**Run 1: cells by drive strength**

(2 px per micron)
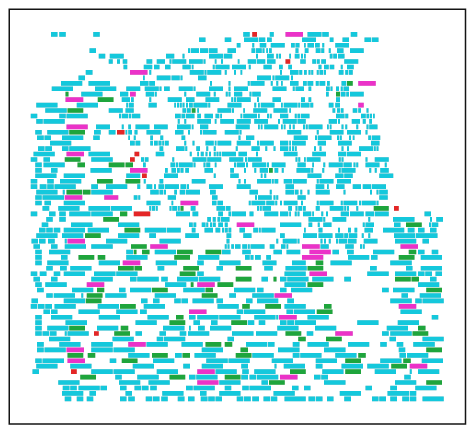
**Run 1: signal wires on met3**

(1 px per micron)
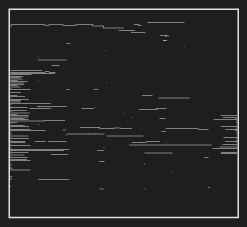
**Run 1: M2 wires**

(1 px per micron)
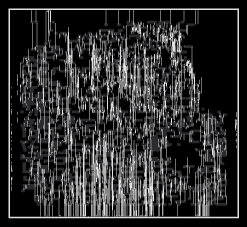
`src/rtl/filtro_promedio_ventana.sv`:
```
// filtro_promedio_ventana
// Mean filter for a 3x3 or 5x5 pixel neighbourhood. A window is captured in
// one cycle, its taps are summed serially, and the sum is divided by N^2 with
// a fixed-point reciprocal multiply. The result is offered on a valid/ack
// handshake and held until it is accepted.
module filtro_promedio_ventana #(
    parameter int ANCHO_PIXEL = 8
) (
    input  logic                   clk,
    input  logic                   reset,
    input  logic [2:0]             tamano_mascara,
    input  logic                   ventana_valida,
    input  logic [ANCHO_PIXEL-1:0] pixel_1,
    input  logic [ANCHO_PIXEL-1:0] pixel_2,
    input  logic [ANCHO_PIXEL-1:0] pixel_3,
    input  logic [ANCHO_PIXEL-1:0] pixel_4,
    input  logic [ANCHO_PIXEL-1:0] pixel_5,
    input  logic [ANCHO_PIXEL-1:0] pixel_6,
    input  logic [ANCHO_PIXEL-1:0] pixel_7,
    input  logic [ANCHO_PIXEL-1:0] pixel_8,
    input  logic [ANCHO_PIXEL-1:0] pixel_9,
    input  logic [ANCHO_PIXEL-1:0] pixel_10,
    input  logic [ANCHO_PIXEL-1:0] pixel_11,
    input  logic [ANCHO_PIXEL-1:0] pixel_12,
    input  logic [ANCHO_PIXEL-1:0] pixel_13,
    input  logic [ANCHO_PIXEL-1:0] pixel_14,
    input  logic [ANCHO_PIXEL-1:0] pixel_15,
    input  logic [ANCHO_PIXEL-1:0] pixel_16,
    input  logic [ANCHO_PIXEL-1:0] pixel_17,
    input  logic [ANCHO_PIXEL-1:0] pixel_18,
    input  logic [ANCHO_PIXEL-1:0] pixel_19,
    input  logic [ANCHO_PIXEL-1:0] pixel_20,
    input  logic [ANCHO_PIXEL-1:0] pixel_21,
    input  logic [ANCHO_PIXEL-1:0] pixel_22,
    input  logic [ANCHO_PIXEL-1:0] pixel_23,
    input  logic [ANCHO_PIXEL-1:0] pixel_24,
    input  logic [ANCHO_PIXEL-1:0] pixel_25,
    output logic                   siguiente_ventana,
    output logic [ANCHO_PIXEL-1:0] pixel_salida,
    output logic                   pixel_valido,
    input  logic                   pixel_leido,
    output logic                   ocupado
);

    typedef enum logic [1:0] {
        REPOSO   = 2'd0,
        ACUMULAR = 2'd1,
        ESCALAR  = 2'd2,
        ENTREGAR = 2'd3
    } estado_t;

    // Reciprocals of 9 and 25 scaled by 2^18; slightly above the exact value
    // so that floor() of the product matches floor(sum/N^2) for every sum
    // reachable with 8-bit pixels.
    localparam logic [27:0] RECIPROCO_3X3 = 28'd29128;
    localparam logic [27:0] RECIPROCO_5X5 = 28'd10486;

    estado_t                r_estado;
    estado_t                w_estado_sig;
    logic                   w_captura;
    logic                   w_ultimo_tap;

    logic [ANCHO_PIXEL-1:0] w_entrada [0:24];
    logic [ANCHO_PIXEL-1:0] r_pixeles [0:24];
    logic                   r_es_5x5;
    logic [12:0]            r_suma;
    logic [4:0]             r_contador;
    logic [ANCHO_PIXEL-1:0] r_pixel_salida;
    logic                   r_pixel_valido;
    logic                   r_siguiente;

    // Multiply the accumulated sum by the reciprocal of N^2 and drop the 18
    // fractional bits; the integer part always fits in one pixel.
    function automatic logic [ANCHO_PIXEL-1:0] escalar(
        input logic [12:0] suma,
        input logic        es_5x5
    );
        logic [27:0] reciproco;
        reciproco = es_5x5 ? RECIPROCO_5X5 : RECIPROCO_3X3;
        return ANCHO_PIXEL'((28'(suma) * reciproco) >> 18);
    endfunction

    // Row-major view of the incoming window so capture can be a loop.
    assign w_entrada[0]  = pixel_1;
    assign w_entrada[1]  = pixel_2;
    assign w_entrada[2]  = pixel_3;
    assign w_entrada[3]  = pixel_4;
    assign w_entrada[4]  = pixel_5;
    assign w_entrada[5]  = pixel_6;
    assign w_entrada[6]  = pixel_7;
    assign w_entrada[7]  = pixel_8;
    assign w_entrada[8]  = pixel_9;
    assign w_entrada[9]  = pixel_10;
    assign w_entrada[10] = pixel_11;
    assign w_entrada[11] = pixel_12;
    assign w_entrada[12] = pixel_13;
    assign w_entrada[13] = pixel_14;
    assign w_entrada[14] = pixel_15;
    assign w_entrada[15] = pixel_16;
    assign w_entrada[16] = pixel_17;
    assign w_entrada[17] = pixel_18;
    assign w_entrada[18] = pixel_19;
    assign w_entrada[19] = pixel_20;
    assign w_entrada[20] = pixel_21;
    assign w_entrada[21] = pixel_22;
    assign w_entrada[22] = pixel_23;
    assign w_entrada[23] = pixel_24;
    assign w_entrada[24] = pixel_25;

    // The tap being added this cycle is the last one of the window.
    assign w_ultimo_tap = (r_contador == (r_es_5x5 ? 5'd24 : 5'd8));

    // State register.
    always_ff @(posedge clk) begin
        if (reset) begin
            r_estado <= REPOSO;
        end else begin
            r_estado <= w_estado_sig;
        end
    end

    // Next-state decode and the busy flag derived from the current state.
    always_comb begin
        w_estado_sig = r_estado;
        w_captura    = 1'b0;
        ocupado      = (r_estado != REPOSO);
        case (r_estado)
            REPOSO: begin
                if (ventana_valida) begin
                    w_captura    = 1'b1;
                    w_estado_sig = ACUMULAR;
                end
            end
            ACUMULAR: begin
                if (w_ultimo_tap) begin
                    w_estado_sig = ESCALAR;
                end
            end
            ESCALAR: begin
                w_estado_sig = ENTREGAR;
            end
            ENTREGAR: begin
                if (pixel_leido) begin
                    w_estado_sig = REPOSO;
                end
            end
            default: begin
                w_estado_sig = REPOSO;
            end
        endcase
    end

    // Window snapshot; later changes on the pixel and size inputs must not
    // disturb the window already being processed.
    always_ff @(posedge clk) begin
        if (w_captura && !reset) begin
            for (int k = 0; k < 25; k++) begin
                r_pixeles[k] <= w_entrada[k];
            end
            r_es_5x5 <= (tamano_mascara == 3'd5);
        end
    end

    // Serial accumulation, scaling and output handshake.
    always_ff @(posedge clk) begin
        if (reset) begin
            r_suma         <= '0;
            r_contador     <= '0;
            r_pixel_salida <= '0;
            r_pixel_valido <= 1'b0;
            r_siguiente    <= 1'b0;
        end else begin
            r_siguiente <= w_captura;
            case (r_estado)
                REPOSO: begin
                    if (w_captura) begin
                        r_suma     <= '0;
                        r_contador <= '0;
                    end
                end
                ACUMULAR: begin
                    r_suma     <= r_suma + 13'(r_pixeles[r_contador]);
                    r_contador <= r_contador + 5'd1;
                end
                ESCALAR: begin
                    r_pixel_salida <= escalar(r_suma, r_es_5x5);
                    r_pixel_valido <= 1'b1;
                end
                ENTREGAR: begin
                    if (pixel_leido) begin
                        r_pixel_valido <= 1'b0;
                    end
                end
                default: begin
                    r_pixel_valido <= 1'b0;
                end
            endcase
        end
    end

    assign siguiente_ventana = r_siguiente;
    assign pixel_salida      = r_pixel_salida;
    assign pixel_valido      = r_pixel_valido;

endmodule
```
`config.mk`:
```
export PLATFORM = sky130hd
export DESIGN_NAME = filtro_promedio_ventana
export DESIGN_NICKNAME = d
export VERILOG_FILES = /design/src/rtl/filtro_promedio_ventana.sv
export SDC_FILE = /design/constraint.sdc
export NUM_CORES = 1
export LEC_CHECK = 0
export CORE_ASPECT_RATIO = 0.9
export CORE_MARGIN = 10
export CORE_UTILIZATION = 35
export DETAILED_ROUTE_END_ITERATION = 10
export PLACE_DENSITY_LB_ADDON = 0.1
export SYNTH_ARGS = -nofsm -noshare
export SYNTH_HDL_FRONTEND = slang
export SYNTH_SLANG_ARGS = --single-unit
```
`constraint.sdc`:
```
create_clock -name clk -period 14.34 [get_ports clk]
set_input_delay 1.434 -clock clk [delete_from_list [all_inputs] [get_ports clk]]
set_output_delay 1.434 -clock clk [all_outputs]
set_load 0.005 [all_outputs]
```
==> GITHUB_STEP_SUMMARY, run 1 <==
## Implementation flow summary

| Metric | Value |
|---|---|
| GR Overflow Total | 0 |
| # fillers | roughly 3500 |
| Setup tns final | 0 ns |
| Final nets | ~1600 |
| Placed Area | between 0.015 and 0.02 sq mm |
| Largest net degree at the start of global routing | between 150 and 200 |
| Synth Instances | between 900 and 1000 |
| Root buffer cell | clkbuf_16 |
| Design Area, Final | approximately 0.017 sq mm |
| Critical Path RT | 14.84 ns |
| Minimum clock period after layout | roughly 6.0 ns |
| Mux cell area share | 0.115 |
| CTS tree | built |
| Yosys chip area | roughly 0.014 sq mm |
| Reg clk slew, reported paths | around 0.060 ns |
| Final Power | between 2 and 2.5 mW |
| # hold bufs at CTS | 0 |
| WL met1 | between 15 and 20 mm |
| Status | finished, final reports clean |
| Bufs on Longest Clock Path | 3 |
| Fp_density | 0.354 |
| Yosys stat cell total | 960 |
| Post-Place Setup Slack | 8.44 ns |
| CP Class | flop to flop |
| Static leakage | a little under 7 nW |
| Average detailed-routed wire length per instance | ~20 microns |
| Comb pwr share | 0.334 |
| Vias per cell | about 4.7 |
| IO Count | 218 |
| AO/OA Area Share | 0.0419 |
| Initial DRT Pass Iterations | 5 |
| Dominant comb cell | adder cells |
| YS warnings | 0 |
| Max rail drop VDD | approximately 90 uV |
| RSZ-0062 raised after global routing | no |
| Vias in the first global route | between 8000 and 9000 |
| CTS buffer count | 28 |
| Final ANT Viol Nets | 0 |
| Critical Path End | pixel_salida[6]$_SDFFE_PP0P_ |
| Count of cells along the worst hold path | 2 |
About 'cells by drive strength':
- green: _2 cells (cells 91; share 7.5%)
- red: _3 and _4 cells (cells 10; share 0.83%)
- magenta: _6 and larger (cells 35; share 2.9%)
- cyan: _0 and _1 cells (cells 1071; share 89%)
synth-to-layout area growth: 27.0%
worst setup margin: 8.36 ns

About 'signal wires on met3':
- share of all routed wire: 5.9%
- main direction: horizontal
Vias: 8039
grt met3 use: 0.0377

About 'M2 wires':
- main direction: vertical
- longest straight run: 71.1 microns
- share of all routed wire: 47%
- nets with wire on the layer: 1324
- wire length on this layer: 15700 microns
grt met2 use: 0.241
WL final: 33.7 mm

-- run 1: critical path, cell delays in order, from the launching register on --
cell and delay [ns]:
edfxtp_1 0.97, nand2_1 0.24, o21ai_0 0.31, ha_1 0.37
fa_1 0.49, fa_1 0.49, inv_1 0.06, fa_1 0.52
inv_1 0.04, ha_1 0.30, ha_1 0.38, a21oi_1 0.21
o21ai_0 0.17, a2111oi_0 0.46, o211ai_1 0.24, a2111oi_0 0.49
a311o_1 0.18
-- run 1: area by class of cell --
class                   count  area (sq um)  area share
flip-flops and latches    236          6740       0.392
multi-input cells         514          6010       0.349
repair buffers            223          2230       0.130
clock buffers              33           719      0.0418
inverters                 184           691      0.0401
well taps                 490           613      0.0356
clock inverters            17           198      0.0115
diodes                      3          7.51    0.000436
-- run 1: cells in the mapped netlist, drive strengths merged, types with 5 or more instances --
library cell  number  area (sq um)
buf                9          58.8
a211oi             6          45.0
o21ai             25           125
or3                8          50.1
a21oi             23           115
xnor2              8          70.1
mux4              56          1260
nand3              5          25.0
nand4              8          50.1
nor2              32           120
clkbuf            21          78.8
nand2b            16           100
and2               7          43.8
fa                91          1820
xor2               5          43.8
dfxtp             35           701
edfxtp           201          6040
ha                98          1230
nor2b              5          31.3
inv              184           691
mux2              24           270
nand2             30           113
a22oi              6          45.0
nor3               5          25.0
-- run 1: flip-flops by register name, summed over array words and instances, names as in the netlist, named ones only --
signal,count
r_es_5x5,1
r_pixeles,200
r_contador,5
siguiente_ventana,1
r_suma,13
pixel_valido,1
r_estado,2
pixel_salida,8
-- run 1: power by group through the flow --
stage	clock [mW]	combinational, mW	sequential (mW)
after global placement	0	0.830	0.932
after CTS	0.734	0.839	0.920
after detailed placement	0	0.833	0.934
after floorplan	0	0.583	0.940
final	0.712	0.819	0.918
after global routing	0.761	0.953	0.929
==> inputs of run 2 (changes only) <==
- clock period: 14.34 -> 5 ns (I/O delays scaled with it)
**Run 2: signal wires on met3**

(1 px per micron)
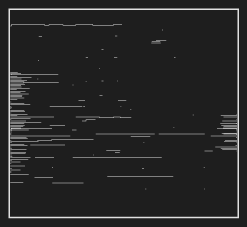
- wire length on this layer: 1980 microns
- share of all routed wire: 5.7%
- nets with wire on the layer: 120
- main direction: horizontal
- longest straight run: 88.8 microns
grt met3 use: 0.0370
WL final: 34.8 mm
Vias: 8403

**Run 2: selected gate families**

(2 px per micron)
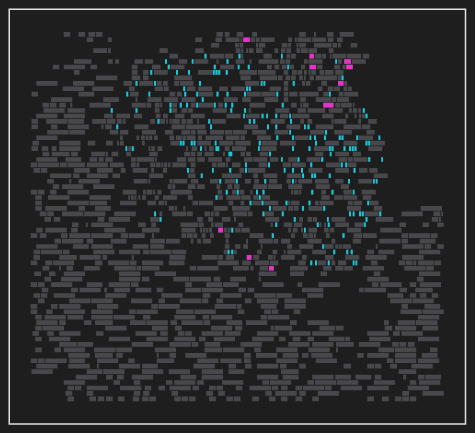
- cyan: inv cells (cells 184; most used inv_1)
- magenta: non-inverting ao/oa cells (cells 10; most used a32o_1)
non-filler instance count after layout: 1799
fraction of area in multi-input gates: 0.351
most common logic cell in the routed design: clkdlybuf4s50_1

==> GITHUB_STEP_SUMMARY, run 2 <==
## Implementation flow summary

| Metric | Value |
|---|---|
| Root buffer cell | clkbuf_16 (unchanged) |
| Max rail drop VDD | 286 uV (was 88.7 uV) |
| Vias in the first global route | 9295 (was 8939) |
| Worst-path cell chain | buf_6 -> buf_16 -> nand2_4 -> buf_6 -> inv_4 -> fa_1 -> inv_2 -> fa_2 -> inv_2 -> fa_2 -> fa_1 -> inv_1 -> fa_1 -> inv_2 -> ha_4 -> nand3_4 -> nor4_4 -> o211ai_1 -> o211ai_1 -> buf_4 -> nor3_2 -> or3_1 (was nand2_1 -> o21ai_0 -> ha_1 -> fa_1 -> fa_1 -> inv_1 -> fa_1 -> inv_1 -> ha_1 -> ha_1 -> a21oi_1 -> o21ai_0 -> a2111oi_0 -> o211ai_1 -> a2111oi_0 -> a311o_1) |
| Reg clk slew, reported paths | 0.06 ns (about the same) |
| Setup tns final | -0.236 ns (was 0 ns) |
| Status | finished, violations left (was finished, final reports clean) |
| P_comb | 2.82 mW (was 0.819 mW) |
| CP top delay family | adder cells (unchanged) |
| Critical Path RT | 5.44 ns (was 14.84 ns) |
| Static leakage | 7.40 nW (was 6.86 nW) |
| Bufs on Longest Clock Path | 3 (unchanged) |
| Final Power | 7.31 mW (was 2.45 mW) |
| CP Class | flop to flop (unchanged) |
| RSZ-0062 raised after global routing | yes (was no) |
| Worst setup margin | -0.0900 ns (was 8.36 ns) |
| Fp_density | 0.354 (unchanged) |
| Most frequent cells after synthesis | edfxtp_1 (201), inv_1 (184), ha_1 (98) (unchanged) |
| IO Count | 218 (unchanged) |
| Synth top cell by count | edfxtp_1 (unchanged) |
| CTS tree | built (unchanged) |
| Synth-to-layout area growth | 36.0% (was 27.0%) |
| Dominant comb cell | adder cells (unchanged) |
| Final setup fails | 4 (was 0) |
| Top cells by area | edfxtp_1 (45%), fa_1 (13%), mux4_2 (9.3%) (unchanged) |
| Final ANT Viol Nets | 0 (unchanged) |
| # hold bufs at CTS | 0 (unchanged) |
| Failing checks | setup timing |
| Minimum clock period after layout | 5.09 ns (was 5.98 ns) |
| Top cell area share | 0.445 (unchanged) |
**Run 2: routing congestion map**

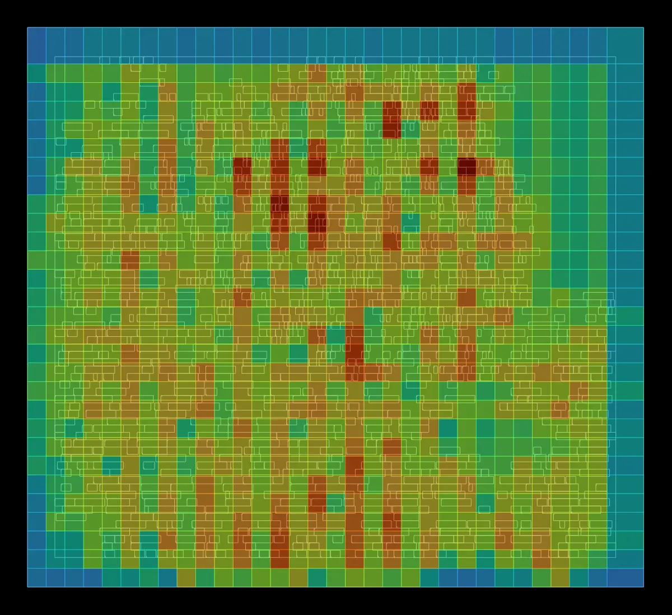
met1 Usage GRT: 0.197
average detailed-routed wire length per instance: 19.4 microns
grt peak-use layer: met2

## run 2: cell counts after synthesis
No cell type changed its count.
## run 2: timing repair
action | in CTS | in global routing
gates resized | 55 | 43
cloned | 2 | 0
setup buffers | 14 | 4
pin swaps | 37 | 18
setup endpoints to repair | 7 | 8
## run 2: path summary, 6_finish.rpt
path / cells past startpoint / start / to
worst max-delay path: 22 / r_es_5x5$_DFFE_PP_ / pixel_salida[5]$_SDFFE_PP0P_
worst min-delay path: 1 / pixel_salida[0]$_SDFFE_PP0P_ / pixel_salida[0]$_SDFFE_PP0P_
worst max register to register: 22 / r_es_5x5$_DFFE_PP_ / pixel_salida[5]$_SDFFE_PP0P_
worst min register to register: 1 / pixel_salida[0]$_SDFFE_PP0P_ / pixel_salida[0]$_SDFFE_PP0P_
## run 2: cell type report
type | instances | area share
Sequential cell | 236 | 0.366
Multi-Input combinational cell | 514 | 0.351
Timing Repair Buffer | 326 | 0.166
Inverter | 184 | 0.0377
Clock buffer | 31 | 0.0375
Tap cell | 490 | 0.0333
Clock inverter | 17 | 0.00801
Antenna cell | 1 | 0.000136
## run 2: metal layers
layer | part of all wire | global-route usage | wire [microns]
met1 | 0.45 | 0.197 | 15600
met2 | 0.47 | 0.254 | 16500
met3 | 0.057 | 0.0370 | 1980
met4 | 0.021 | 0.0328 | 733
met5 | 0.00057 | 0 | 20
## run 2: cells by family (layout without fill, tap and decap cells)
| group | Yosys count | count (layout) |
|---|---|---|
| buf+inv | 214 | 558 |
| fa+ha+maj | 189 | 189 |
| simple gates | 135 | 135 |
| xor+xnor | 13 | 13 |
| other cells | 1 | 6 |
| mux | 82 | 82 |
| compound gates | 90 | 90 |
| flops | 236 | 236 |
==> inputs of run 3 (changes only) <==
- CORE_ASPECT_RATIO: 0.9 -> not set
**Run 3: cells by drive strength**

(2 px per micron)
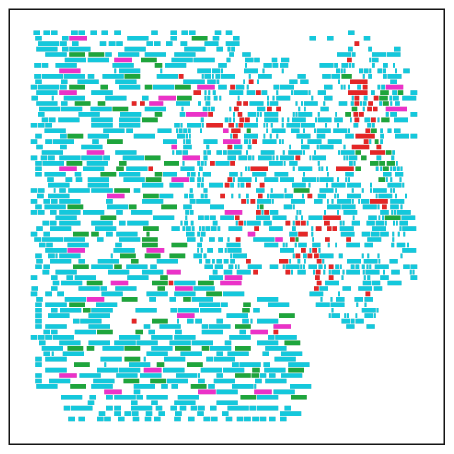
- green: _2 cells (cells 107; share 8.3%)
- cyan: _0 and _1 cells (cells 1043; share 81%)
- red: _3 and _4 cells (cells 99; share 7.7%)
- magenta: _6 and larger (cells 37; share 2.9%)
worst setup margin: -0.164 ns
Design Area, Final: 0.0181 sq mm
count of non-CTS buffers in the layout: 303

**Run 3: signal wires on met3**

(1 px per micron)
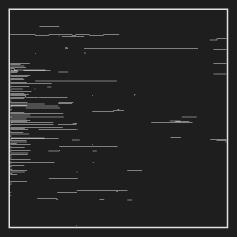
- nets with wire on the layer: 117
- longest straight run: 114 microns
grt met3 use: 0.0420
WL final: 33.8 mm

==> GITHUB_STEP_SUMMARY, run 3 <==
## Implementation flow summary

| Metric | Value |
|---|---|
| Largest register FFs | 200 (unchanged) |
| Final nets | 1662 (was 1685) |
| Mux cell area share | 0.115 (unchanged) |
| Dominant comb cell | adder cells (unchanged) |
| Most used cell, CP | fa_1 |
| CTS tree | built (unchanged) |
| Worst setup margin | -0.164 ns (was -0.0900 ns) |
| Post-Place Setup Slack | -0.193 ns (was -0.266 ns) |
| IO Count | 218 (unchanged) |
| Status | finished, violations left (unchanged) |
| Largest reg by FF count | r_pixeles (unchanged) |
| Synth-to-layout area growth | 33.3% (was 36.0%) |
| RSZ-0062 raised after global routing | yes (unchanged) |
| Root buffer cell | clkbuf_16 (unchanged) |
| Top cells by area | edfxtp_1 (45%), fa_1 (13%), mux4_2 (9.3%) (unchanged) |
| Max rail drop VDD | 272 uV (was 286 uV) |
| CP Class | flop to flop (unchanged) |
| Fp_density | 0.352 (was 0.354) |
| Final ANT Viol Nets | 0 (unchanged) |
| Seq area share | 0.373 (was 0.366) |
| Failing checks | setup timing (unchanged) |
| Area leader, netlist | edfxtp_1 (unchanged) |
| # fillers | 3515 (was 3416) |
| Bufs on Longest Clock Path | 3 (unchanged) |
| Reg clk slew, reported paths | 0.06 ns (about the same) |
| Most frequent cells after synthesis | edfxtp_1 (201), inv_1 (184), ha_1 (98) (unchanged) |
| Final setup fails | 3 (was 4) |
**Run 3: M2 wires**

(1 px per micron)
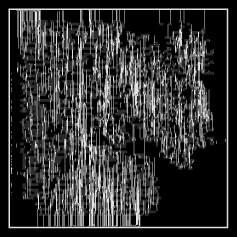
- wire length on this layer: 17400 microns
- nets with wire on the layer: 1398
grt met2 use: 0.257
Vias: 8217

==> run 3: worst max-delay path, delay by kind of cell (launching register included) <==
kind | cells | cell delay [ns]
fa+ha+maj | 6 | 2.63
compound gates | 5 | 1.19
simple gates | 2 | 0.25
buf+inv | 6 | 0.52
flops | 1 | 0.45
==> run 3: logic make-up after synthesis <==
group,Yosys count
XOR/XNOR,13
adder cells (fa/ha/maj),189
AND/OR/NAND/NOR,135
other,1
multiplexers,82
AND-OR/OR-AND,90
buffers and inverters,214
flip-flops,236
==> run 3: what timing repair did <==
action                                  in CTS  in global routing
cloned                                       0                  1
resized                                     15                 22
buffers inserted                             2                  1
pin swaps                                    2                 17
endpoints found under the setup margin       7                  8
==> run 3: where the power goes <==
part	switching [mW]	internal (mW)
clock	0.786	1.20
combinational	1.39	1.25
sequential	0.135	2.48
==> run 3: metal layers <==
layer	track usage	routed length, microns	up-vias
met2	0.257	17400	169
met5	0	40	-
met1	0.168	13700	4011
li1	-	-	3995
met4	0.0263	410	6
met3	0.0420	2230	36
==> run 3: path summary, 6_finish.rpt <==
kind	cells past startpoint	from	to	slack (ns)
setup / recovery	19	r_es_5x5$_DFFE_PP_	pixel_salida[6]$_SDFFE_PP0P_	-0.16
hold / removal	2	pixel_salida[3]$_SDFFE_PP0P_	pixel_salida[3]$_SDFFE_PP0P_	0.46
setup reg to reg	19	r_es_5x5$_DFFE_PP_	pixel_salida[6]$_SDFFE_PP0P_	-0.16
hold reg to reg	2	pixel_salida[3]$_SDFFE_PP0P_	pixel_salida[3]$_SDFFE_PP0P_	0.46
Power and IR drop assume default switching activity.
